[src/rtl/collision_pkg.sv]
// Shared types and constants for the collision event scheduler.
package collision_pkg;

  typedef enum logic {
    ARB_IDLE    = 1'b0,
    ARB_PRESENT = 1'b1
  } arb_state_t;

  // Object layer indices as wired into drawing_request_obj
  localparam int SRC_WALL          = 0;
  localparam int SRC_PLATFORM      = 1;
  localparam int SRC_TRANSPLATFORM = 2;
  localparam int SRC_BONUS         = 3;

  localparam int N_SRC_DEFAULT = 4;

  // Cooldown counter width; one bit minimum so a zero holdoff still builds
  function automatic int cd_width(input int holdoff);
    return (holdoff > 0) ? $clog2(holdoff + 1) : 1;
  endfunction

endpackage

[src/rtl/collision_cooldown.sv]
// Per-source frame-down counter: muted while non-zero after an ack.
module collision_cooldown #(
  parameter int HOLDOFF_FRAMES = 2
) (
  input  logic clk,
  input  logic reset,
  input  logic load,
  input  logic tick,
  output logic muted
);
  import collision_pkg::*;

  localparam int CW = cd_width(HOLDOFF_FRAMES);

  logic [CW-1:0] cnt_q, cnt_d;

  // Load wins over the frame tick so an ack on a frame edge gets the full holdoff
  always_comb begin
    cnt_d = cnt_q;
    if (load)                     cnt_d = CW'(HOLDOFF_FRAMES);
    else if (tick && cnt_q != '0) cnt_d = cnt_q - 1'b1;
  end

  // Counter register
  always_ff @(posedge clk or posedge reset) begin
    if (reset) cnt_q <= '0;
    else       cnt_q <= cnt_d;
  end

  assign muted = (cnt_q != '0);

endmodule

[src/rtl/collision_event_scheduler.sv]
// Frame-based collision collector: accumulates bumpy/object overlaps per source,
// snapshots them at frame start into pending events, and serves them one at a
// time (fixed priority, source 0 highest) over a valid/ack handshake.
module collision_event_scheduler #(
  parameter int N_SRC          = collision_pkg::N_SRC_DEFAULT,
  parameter int HOLDOFF_FRAMES = 2
) (
  input  logic                     clk,
  input  logic                     reset,
  input  logic                     startOfFrame,
  input  logic                     drawing_request_bumpy,
  input  logic [N_SRC-1:0]         drawing_request_obj,
  output logic                     event_valid,
  output logic [$clog2(N_SRC)-1:0] event_id,
  input  logic                     event_ack,
  output logic [N_SRC-1:0]         pending,
  output logic                     overrun
);
  import collision_pkg::*;

  localparam int IDW = $clog2(N_SRC);

  arb_state_t       state_q, state_d;
  logic [IDW-1:0]   event_id_q, event_id_d;
  logic [N_SRC-1:0] hit_acc_q, hit_acc_d;
  logic [N_SRC-1:0] pending_q, pending_d;
  logic             overrun_q, overrun_d;

  logic [N_SRC-1:0] hit, snap, ack_mask, muted, drop;
  logic [IDW-1:0]   lowest;
  logic             ack_fire;

  assign hit      = drawing_request_bumpy ? drawing_request_obj : '0;
  assign ack_fire = event_ack && (state_q == ARB_PRESENT);

  // Per-source holdoff counters, reloaded when that source is acked
  for (genvar g = 0; g < N_SRC; g++) begin : g_cd
    collision_cooldown #(.HOLDOFF_FRAMES(HOLDOFF_FRAMES)) u_cd (
      .clk   (clk),
      .reset (reset),
      .load  (ack_mask[g]),
      .tick  (startOfFrame),
      .muted (muted[g])
    );
  end

  // Accumulate hits, snapshot at frame start, merge into pending, flag overruns
  always_comb begin
    ack_mask = '0;
    if (ack_fire) ack_mask[event_id_q] = 1'b1;
    snap      = startOfFrame ? (hit_acc_q | hit) : '0;
    hit_acc_d = startOfFrame ? '0 : (hit_acc_q | hit);
    // The source being acked is treated as muted so its own snapshot is dropped
    drop      = muted | ack_mask;
    pending_d = (pending_q & ~ack_mask) | (snap & ~drop);
    overrun_d = |(snap & pending_q & ~ack_mask);
  end

  // Fixed-priority encoder: lowest set pending index
  always_comb begin
    lowest = '0;
    for (int i = N_SRC - 1; i >= 0; i--)
      if (pending_q[i]) lowest = IDW'(i);
  end

  // Arbiter next-state: present one event and hold it until acked
  always_comb begin
    state_d    = state_q;
    event_id_d = event_id_q;
    case (state_q)
      ARB_IDLE: begin
        if (pending_q != '0) begin
          event_id_d = lowest;
          state_d    = ARB_PRESENT;
        end
      end
      ARB_PRESENT: begin
        if (event_ack) state_d = ARB_IDLE;
      end
      default: state_d = ARB_IDLE;
    endcase
  end

  // State and datapath registers
  always_ff @(posedge clk or posedge reset) begin
    if (reset) begin
      state_q    <= ARB_IDLE;
      event_id_q <= '0;
      hit_acc_q  <= '0;
      pending_q  <= '0;
      overrun_q  <= 1'b0;
    end else begin
      state_q    <= state_d;
      event_id_q <= event_id_d;
      hit_acc_q  <= hit_acc_d;
      pending_q  <= pending_d;
      overrun_q  <= overrun_d;
    end
  end

  assign event_valid = (state_q == ARB_PRESENT);
  assign event_id    = event_id_q;
  assign pending     = pending_q;
  assign overrun     = overrun_q;

endmodule

[config.mk]
export PLATFORM = sky130hd
export DESIGN_NAME = collision_event_scheduler
export DESIGN_NICKNAME = d
export VERILOG_FILES = /design/src/rtl/collision_pkg.sv /design/src/rtl/collision_cooldown.sv /design/src/rtl/collision_event_scheduler.sv
export SDC_FILE = /design/constraint.sdc
export NUM_CORES = 1
export LEC_CHECK = 0
export CAP_MARGIN = 25
export CORE_ASPECT_RATIO = 0.9
export CORE_MARGIN = 2
export CORE_UTILIZATION = 37
export DETAILED_ROUTE_END_ITERATION = 12
export PLACE_DENSITY = 0.62
export SYNTH_ARGS = -nofsm -noshare
export SYNTH_HDL_FRONTEND = slang
export SYNTH_SLANG_ARGS = --single-unit
[constraint.sdc]
create_clock -name clk -period 2.8 [get_ports clk]
set_clock_uncertainty 0.2 [all_clocks]
set_input_delay 0.84 -clock clk [delete_from_list [all_inputs] [get_ports clk]]
set_output_delay 0.84 -clock clk [all_outputs]
set_load 0.01 [all_outputs]
pinout.png
Pins as bars across the die edge, other pins in gray.
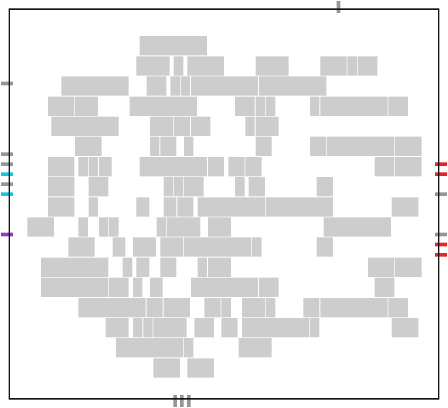
- `event_valid`: purple (pins 1; direction output; edge west)
- `event_id`: cyan (pins 2; direction output; edge west)
- `drawing_request_obj`: red (pins 4; direction input; edge east)
chip height: 52.4 microns
Die Span X: 57.8 microns

==> summary.txt <==
Update from the flow run.

The flow ran to the end, and the final reports show no timing, DRC or antenna violations. In the final report, the number of hold violations comes to 0. The required time reported for the critical path endpoint is 1.76 ns. The most critical hold endpoint after final layout shows a slack of 0.315 ns. In this run the clock root is driven by a clkbuf_4. The area growth from synthesis to final layout is 24.5%.

In the synthesized netlist the dominant register cell turns out to be dfrtp_1. The total standard cell area after synthesis is 965 sq um. The ratio of cells with drive above 1 in the final layout is 0.0598.

Once synthesis finished, the tally of register bits stood at 20. After clock tree synthesis, the clock-pin slew on the worst setup and hold paths is 0.11 ns. The met1 track utilization from global routing is 0.207. The clock drives 20 sinks.

The met2 global-route usage is 0.252. The routed length per instance is 13.8 microns. Ranked by total area, the top cell class in this layout is sequential cells. The vias per cell is 5.28. The met1 wire length is 925 microns. The cell-internal power is 778 uW. The start-to-end type of the worst setup path is reg -> out. The reg-to-reg endpoint is overrun$_DFF_PP0_. The power report attributes to the clock group a share of 0.135. Per the Yosys statistics, synthesis produced 97 cells. After layout, the clock buffer instance count stands at 4. The global-route wire length before repair is 3.53 mm. The I/O pin total is 17. The endpoint class of the critical path is an output port. The cell area reported after detailed placement is 1160 sq um.

The multi-input combinational cells in the finished layout cover a total of 413 sq um. In this run the tool buffered the top-level ports with 16 buffer cells. The post-synthesis net count is 110. The number of cells in the design after placement is 141. The clock network latency to the later pin of the worst-skew pair is 0.30 ns. The most frequently used cell type in the post-synthesis netlist is dfrtp_1. The cell type of the slowest stage on the worst timing path is clkdlybuf4s50_1. The standard-cell row count is 17.

In this run, power in flip-flops and latches comes to 521 uW. The number of cells on the worst hold path is 1. The register with the highest flop count is g_cd.u_cd.cnt_q. The area of the placeable core is 2470 sq um. The net switching power is 454 uW.

For this block, the via count after detailed routing is 765. The design received a total of 28 well taps at floorplan. The total detailed-routing wirelength is 2.00 mm. Yosys reported that registers with async set or reset make up 1.00.

The layout report gives the multi-input gate share of total cell area as 0.344. The flow reports power dissipated in the clock network as 167 uW. The number of sequential cells in the layout is 20. The startpoint of the lowest-slack register-to-register path is event_valid$_DFF_PP0_. The xor/xnor cell area share of the yosys netlist is 0.0363.

The number of ordinary and repair buffers in the finished layout is 18. The group drawing the most power is combinational logic. Per the synthesis report, the dominant area consumer among library cells is dfrtp_1. Overall power consumption after layout is estimated at 1230 uW.

The stage logs contain a warning count of 26. Looking at the max-slew report, the worst-margin pin has a slew of 0.330 ns. By area, the combinational part of the netlist is dominated by simple AND/OR/NAND/NOR gates. STA puts the critical path data arrival time at 1.45 ns. The multiplexer area fraction after synthesis is 0. The count of yosys warnings during synthesis is 0. The switching power share of the total is 0.368. The largest incremental delay on the critical path is 0.60 ns. The sequential cell area is 500 sq um. TritonCTS built the clock tree. In the placement report, post-DP HPWL is listed as 1.49 mm. The final report gives the core utilization as 0.487. The number of hold buffers added after CTS was 0.

Entering global routing, the biggest net connects 21 pins. The power report attributes to the combinational group a share of 0.442. The number of global-route vias before repair is 785.

The final design was reported to hold multi-input combinational gates totalling 64.
layers.png
Two of the layers only.
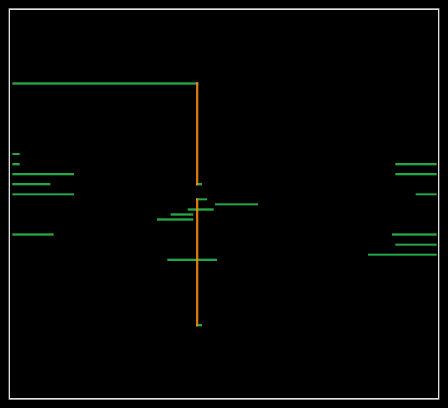
- M3: green (wire length 110 microns)
- M4: orange (wire length 30.6 microns)

Power figures rest on the tool's default switching activity, not on a simulated workload.
